pins.png
(4 px per micron) Pins as bars across the die edge, other pins in grey.
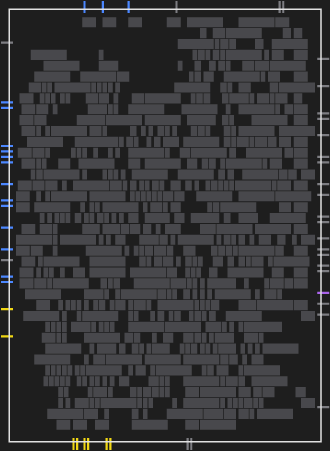
met2.png
(4 px per micron) Cells faint in the background.
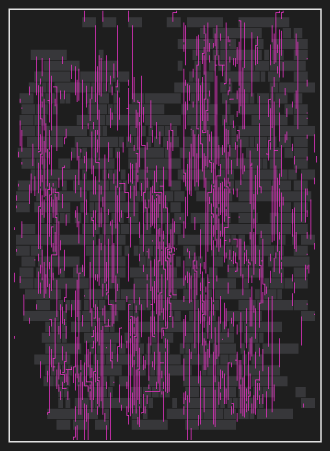
[src/rtl/spi_pkg.sv]
// Shared frame layout, FSM encoding and frame packing for the 32-bit SPI register-access controller.
package spi_pkg;

    localparam int FRAME_BITS = 32;
    localparam int ADDR_BITS  = 8;
    localparam int DATA_BITS  = 16;
    localparam int TURN_BITS  = 7;
    localparam logic RW_WRITE = 1'b1;

    typedef enum logic [2:0] {
        ST_IDLE  = 3'd0,
        ST_SETUP = 3'd1,
        ST_SHIFT = 3'd2,
        ST_HOLD  = 3'd3,
        ST_GAP   = 3'd4
    } state_t;

    // Reads send zeros in the data field so the peripheral can drive MISO there.
    function automatic logic [FRAME_BITS-1:0] pack_frame(
        input logic                 rw,
        input logic [ADDR_BITS-1:0] addr,
        input logic [DATA_BITS-1:0] wdata
    );
        return {rw, addr, {TURN_BITS{1'b0}}, (rw == RW_WRITE) ? wdata : {DATA_BITS{1'b0}}};
    endfunction

endpackage

[src/rtl/spi_controller_if.sv]
// Request/response handshake between a host sequencer and spi_controller.
interface spi_controller_if;
    import spi_pkg::*;

    logic                 req_valid;
    logic                 req_ready;
    logic                 req_rw;
    logic [ADDR_BITS-1:0] req_addr;
    logic [DATA_BITS-1:0] req_wdata;
    logic                 rsp_valid;
    logic [DATA_BITS-1:0] rsp_rdata;
    logic                 busy;

    modport master (
        output req_valid, req_rw, req_addr, req_wdata,
        input  req_ready, rsp_valid, rsp_rdata, busy
    );

    modport slave (
        input  req_valid, req_rw, req_addr, req_wdata,
        output req_ready, rsp_valid, rsp_rdata, busy
    );

endinterface

[src/rtl/spi_clk_gen.sv]
// SCLK divider: toggles every CLK_DIV clks while enabled, held low otherwise; emits rise/fall strobes.
module spi_clk_gen #(
    parameter int CLK_DIV = 4
) (
    input  logic clk,
    input  logic rst_n,
    input  logic i_en,
    output logic o_sclk,
    output logic o_rise,
    output logic o_fall
);

    logic [7:0] r_divCnt;
    logic       r_sclk;
    logic       w_tick;

    assign w_tick = i_en && (r_divCnt == 8'(CLK_DIV - 1));

    always_ff @(posedge clk or negedge rst_n) begin
        if (!rst_n) begin
            r_divCnt <= 8'd0;
            r_sclk   <= 1'b0;
        end else if (!i_en) begin
            r_divCnt <= 8'd0;
            r_sclk   <= 1'b0;
        end else if (w_tick) begin
            r_divCnt <= 8'd0;
            r_sclk   <= ~r_sclk;
        end else begin
            r_divCnt <= r_divCnt + 8'd1;
        end
    end

    // Strobes mark the clk edge on which the registered SCLK changes.
    assign o_sclk = r_sclk;
    assign o_rise = w_tick & ~r_sclk;
    assign o_fall = w_tick &  r_sclk;

endmodule

[src/rtl/spi_controller.sv]
// SPI mode-0 initiator for 32-bit register frames: IDLE -> SETUP -> SHIFT -> HOLD -> GAP.
// Optional SPI_CTRL_BUSY_ERR_EN adds a sticky busy_err flag with busy_err_clr.
module spi_controller
    import spi_pkg::*;
#(
    parameter int CLK_DIV      = 4,
    parameter int CS_SETUP_CYC = 2,
    parameter int CS_HOLD_CYC  = 2,
    parameter int GAP_CYC      = 4
) (
    input  logic             clk,
    input  logic             rst_n,
    spi_controller_if.slave  bus,
`ifdef SPI_CTRL_BUSY_ERR_EN
    output logic             busy_err,
    input  logic             busy_err_clr,
`endif
    output logic             SCLK,
    output logic             CSN,
    output logic             MOSI,
    input  logic             MISO
);

    state_t                  r_state, w_nextState;
    logic [7:0]              r_cnt;
    logic [4:0]              r_bit;
    logic [FRAME_BITS-1:0]   r_shift;
    logic [DATA_BITS-1:0]    r_rdataSr, r_rspRdata;
    logic                    r_rw, r_csn, r_mosi, r_reqReady, r_rspValid, r_busy;
    logic                    w_accept, w_cntDone, w_sclkRise, w_sclkFall;
    logic [FRAME_BITS-1:0]   w_frame;

    assign w_frame  = pack_frame(bus.req_rw, bus.req_addr, bus.req_wdata);
    assign w_accept = bus.req_valid && r_reqReady && (r_state == ST_IDLE);

    spi_clk_gen #(.CLK_DIV(CLK_DIV)) u_clk_gen (
        .clk    (clk),
        .rst_n  (rst_n),
        .i_en   (r_state == ST_SHIFT),
        .o_sclk (SCLK),
        .o_rise (w_sclkRise),
        .o_fall (w_sclkFall)
    );

    always_ff @(posedge clk or negedge rst_n) begin
        if (!rst_n) r_state <= ST_IDLE;
        else        r_state <= w_nextState;
    end

    always_comb begin
        w_nextState = r_state;
        w_cntDone   = 1'b0;
        case (r_state)
            ST_IDLE:  if (w_accept) w_nextState = ST_SETUP;
            ST_SETUP: begin
                w_cntDone = (r_cnt == 8'(CS_SETUP_CYC - 1));
                if (w_cntDone) w_nextState = ST_SHIFT;
            end
            ST_SHIFT: if (w_sclkFall && (r_bit == 5'd0)) w_nextState = ST_HOLD;
            ST_HOLD: begin
                w_cntDone = (r_cnt == 8'(CS_HOLD_CYC - 1));
                if (w_cntDone) w_nextState = ST_GAP;
            end
            ST_GAP: begin
                w_cntDone = (r_cnt == 8'(GAP_CYC - 1));
                if (w_cntDone) w_nextState = ST_IDLE;
            end
            default:  w_nextState = ST_IDLE;
        endcase
    end

    // Phase counter restarts on every state change; MOSI moves only on SCLK falls.
    always_ff @(posedge clk or negedge rst_n) begin
        if (!rst_n) begin
            r_cnt      <= 8'd0;
            r_bit      <= 5'd0;
            r_shift    <= '0;
            r_rdataSr  <= '0;
            r_rspRdata <= '0;
            r_rw       <= 1'b0;
            r_csn      <= 1'b1;
            r_mosi     <= 1'b0;
            r_reqReady <= 1'b0;
            r_rspValid <= 1'b0;
            r_busy     <= 1'b0;
        end else begin
            r_reqReady <= (w_nextState == ST_IDLE);
            r_busy     <= (w_nextState != ST_IDLE);
            r_rspValid <= 1'b0;
            r_cnt      <= (w_nextState != r_state) ? 8'd0 : r_cnt + 8'd1;
            case (r_state)
                ST_IDLE: if (w_accept) begin
                    r_shift   <= w_frame;
                    r_rw      <= bus.req_rw;
                    r_mosi    <= w_frame[FRAME_BITS-1];
                    r_csn     <= 1'b0;
                    r_bit     <= 5'(FRAME_BITS - 1);
                    r_rdataSr <= '0;
                end
                ST_SHIFT: begin
                    if (w_sclkRise && (r_bit < 5'(DATA_BITS)))
                        r_rdataSr <= {r_rdataSr[DATA_BITS-2:0], MISO};
                    if (w_sclkFall) begin
                        if (r_bit == 5'd0) begin
                            r_mosi <= 1'b0;
                        end else begin
                            r_bit   <= r_bit - 5'd1;
                            r_shift <= r_shift << 1;
                            r_mosi  <= r_shift[FRAME_BITS-2];
                        end
                    end
                end
                ST_HOLD: if (w_cntDone) begin
                    r_csn      <= 1'b1;
                    r_rspValid <= 1'b1;
                    if (r_rw != RW_WRITE) r_rspRdata <= r_rdataSr;
                end
                default: ;
            endcase
        end
    end

`ifdef SPI_CTRL_BUSY_ERR_EN
    logic r_busyErr;
    logic w_busyErrSet;

    assign w_busyErrSet = bus.req_valid && (r_state != ST_IDLE);

    always_ff @(posedge clk or negedge rst_n) begin
        if (!rst_n) r_busyErr <= 1'b0;
        else        r_busyErr <= w_busyErrSet | (r_busyErr & ~busy_err_clr);
    end

    assign busy_err = r_busyErr;
`endif

    assign CSN           = r_csn;
    assign MOSI          = r_mosi;
    assign bus.req_ready = r_reqReady;
    assign bus.rsp_valid = r_rspValid;
    assign bus.rsp_rdata = r_rspRdata;
    assign bus.busy      = r_busy;

endmodule

[src/flat_wrapper.sv]
// flat-port wrapper written by rule: the top's interface ports become plain ports
module spi_controller_flat import spi_pkg::*;
#(
    parameter int CLK_DIV      = 4,
    parameter int CS_SETUP_CYC = 2,
    parameter int CS_HOLD_CYC  = 2,
    parameter int GAP_CYC      = 4
)
  (clk, rst_n, SCLK, CSN, MOSI, MISO, bus_req_valid, bus_req_rw, bus_req_addr, bus_req_wdata, bus_req_ready, bus_rsp_valid, bus_rsp_rdata, bus_busy);
  spi_controller_if bus_i ();
  input  logic clk;
  input  logic rst_n;
  output logic SCLK;
  output logic CSN;
  output logic MOSI;
  input  logic MISO;
  input wire logic [$bits(bus_i.req_valid)-1:0] bus_req_valid;
  input wire logic [$bits(bus_i.req_rw)-1:0] bus_req_rw;
  input wire logic [$bits(bus_i.req_addr)-1:0] bus_req_addr;
  input wire logic [$bits(bus_i.req_wdata)-1:0] bus_req_wdata;
  output wire logic [$bits(bus_i.req_ready)-1:0] bus_req_ready;
  output wire logic [$bits(bus_i.rsp_valid)-1:0] bus_rsp_valid;
  output wire logic [$bits(bus_i.rsp_rdata)-1:0] bus_rsp_rdata;
  output wire logic [$bits(bus_i.busy)-1:0] bus_busy;
  assign bus_i.req_valid = bus_req_valid;
  assign bus_i.req_rw = bus_req_rw;
  assign bus_i.req_addr = bus_req_addr;
  assign bus_i.req_wdata = bus_req_wdata;
  assign bus_req_ready = bus_i.req_ready;
  assign bus_rsp_valid = bus_i.rsp_valid;
  assign bus_rsp_rdata = bus_i.rsp_rdata;
  assign bus_busy = bus_i.busy;
  spi_controller #(.CLK_DIV(CLK_DIV), .CS_SETUP_CYC(CS_SETUP_CYC), .CS_HOLD_CYC(CS_HOLD_CYC), .GAP_CYC(GAP_CYC)) u_core (.clk(clk), .rst_n(rst_n), .bus(bus_i), .SCLK(SCLK), .CSN(CSN), .MOSI(MOSI), .MISO(MISO));
endmodule
[config.mk]
export PLATFORM = sky130hd
export DESIGN_NAME = spi_controller_flat
export DESIGN_NICKNAME = d
export VERILOG_FILES = /design/src/rtl/spi_pkg.sv /design/src/rtl/spi_controller_if.sv /design/src/rtl/spi_clk_gen.sv /design/src/rtl/spi_controller.sv /design/src/flat_wrapper.sv
export SDC_FILE = /design/constraint.sdc
export NUM_CORES = 1
export LEC_CHECK = 0
export ABC_AREA = 1
export CAP_MARGIN = 20
export CORE_ASPECT_RATIO = 1.4
export CORE_UTILIZATION = 56
export DETAILED_ROUTE_END_ITERATION = 12
export HOLD_SLACK_MARGIN = 0.05
export PLACE_DENSITY = 0.8
export SYNTH_ARGS = -nofsm -noshare
export SYNTH_HDL_FRONTEND = slang
export SYNTH_SLANG_ARGS = --single-unit
[constraint.sdc]
create_clock -name clk -period 2 [get_ports clk]
set_clock_uncertainty 0.15 [all_clocks]
set_input_delay 0.4 -clock clk [delete_from_list [all_inputs] [get_ports clk]]
set_output_delay 0.4 -clock clk [all_outputs]
set_load 0.005 [all_outputs]
==> impl_metrics.ini <==
; generated from flow reports
[yosys]
ys_cells = 511
ys_types = 35
synthTopCellsByArea = dfrtp_1 52%, nand2_1 14%, nand3_1 4.2%
synthDominantCellAreaShare_pct = 52.0
avgSynthCellArea_sq_um = 8.76
yosysSeqAreaShare_pct = 52.6
syn_area_sq_um = 4480
synth_cells = 511
yosys_area_sq_um = 4480

[global_route]
grt_pass1_vias = 3281
grt_pass1_wl_mm = 14.6

[floorplan]
die_h_microns = 108
fp-utilization_pct = 57.7
dieArea_sq_um = 8360
io_pins = 51
die_w_microns = 77.6

[timing]
slew_headroom_pct = 69.9
max_freq_ghz = 0.507
hold_viol = 0
finalWorstSetupSlack_ns = 0.0294

[setup_path]
r2r_cells = 9
arrival_ns = 1.42
slowest_delay_ns = 0.56
crit_start = u_core.CSN
path_class = register to primary output
path_cells = clkdlybuf4s50_1

[finish]
final_core_util_pct = 68.9
multiInputGateArea_sq_um = 1800
largest_class = sequential cells
nFillCells = 619
fin_cells = 673
final-clk-cell-share_pct = 3.75
n_all_buffers = 69
layout_top_cell = nand2_1
num-multi-input-gates = 350
buf_share_pct = 13.0
nNonClkInverters = 44
register_area_sq_um = 2350
comb_share_pct = 33.7
sh_seq_area_pct = 44.1

[hold_path]
hold_path_class = register to register
hold_depth = 2

[clock_tree]
cts_setup_buffers = 0
cts_hold_buf = 1
clk_latency_ns = 0.37

[drt]
drcViolationCount = 0
drtAntennaViolNets = 0
totalWireLength_mm = 8.54

[placed_design]
dp_cells = 651

[pwr]
power_frac_seq_pct = 41.3
pwr_density_cell_nw_per_um2 = 1160
ir_drop_mv = 0.656
powerSeq_mw = 2.56

[status]
status = finished clean

[flow_run]
drv_cap = 0
Notes on pins.png above:
blue -> bus_req_wdata  # pins 16, direction input, edge 13 west, 3 north
purple -> MISO  # pins 1, direction input, edge east
yellow -> bus_req_addr  # pins 8, direction input, edge 6 south, 2 west
all pins by edge = 20 east, 17 west, 8 south, 6 north

Notes on met2.png above:
main direction = vertical
wire length on this layer = 4330 microns
share of all routed wire = 51%
longest straight run = 46.2 microns

-- registers in the layout (all words and copies together) (netlist names), 3 cells and up --
register,flops
u_core.r_rdataSr,16
u_core.r_bit,5
u_core.bus.rsp_rdata,16
u_core.r_shift,31
u_core.u_clk_gen.r_divCnt,8
u_core.r_state,3
u_core.r_cnt,8
-- logic make-up after synthesis --
group                      synth area share (%)
xor gates and xnor gates                   1.76
DFF                                        52.6
AOI/OAI and AO/OA                          9.25
adders and majority gates                  1.40
and+or+nand+nor                            27.5
buffers and inverters                      7.49
-- layer usage --
metal  share of wire, %  track usage, %
met1                 44            27.3
met2                 51            38.7
met3                3.4            4.49
met4                2.3            9.84
met5                  0               0
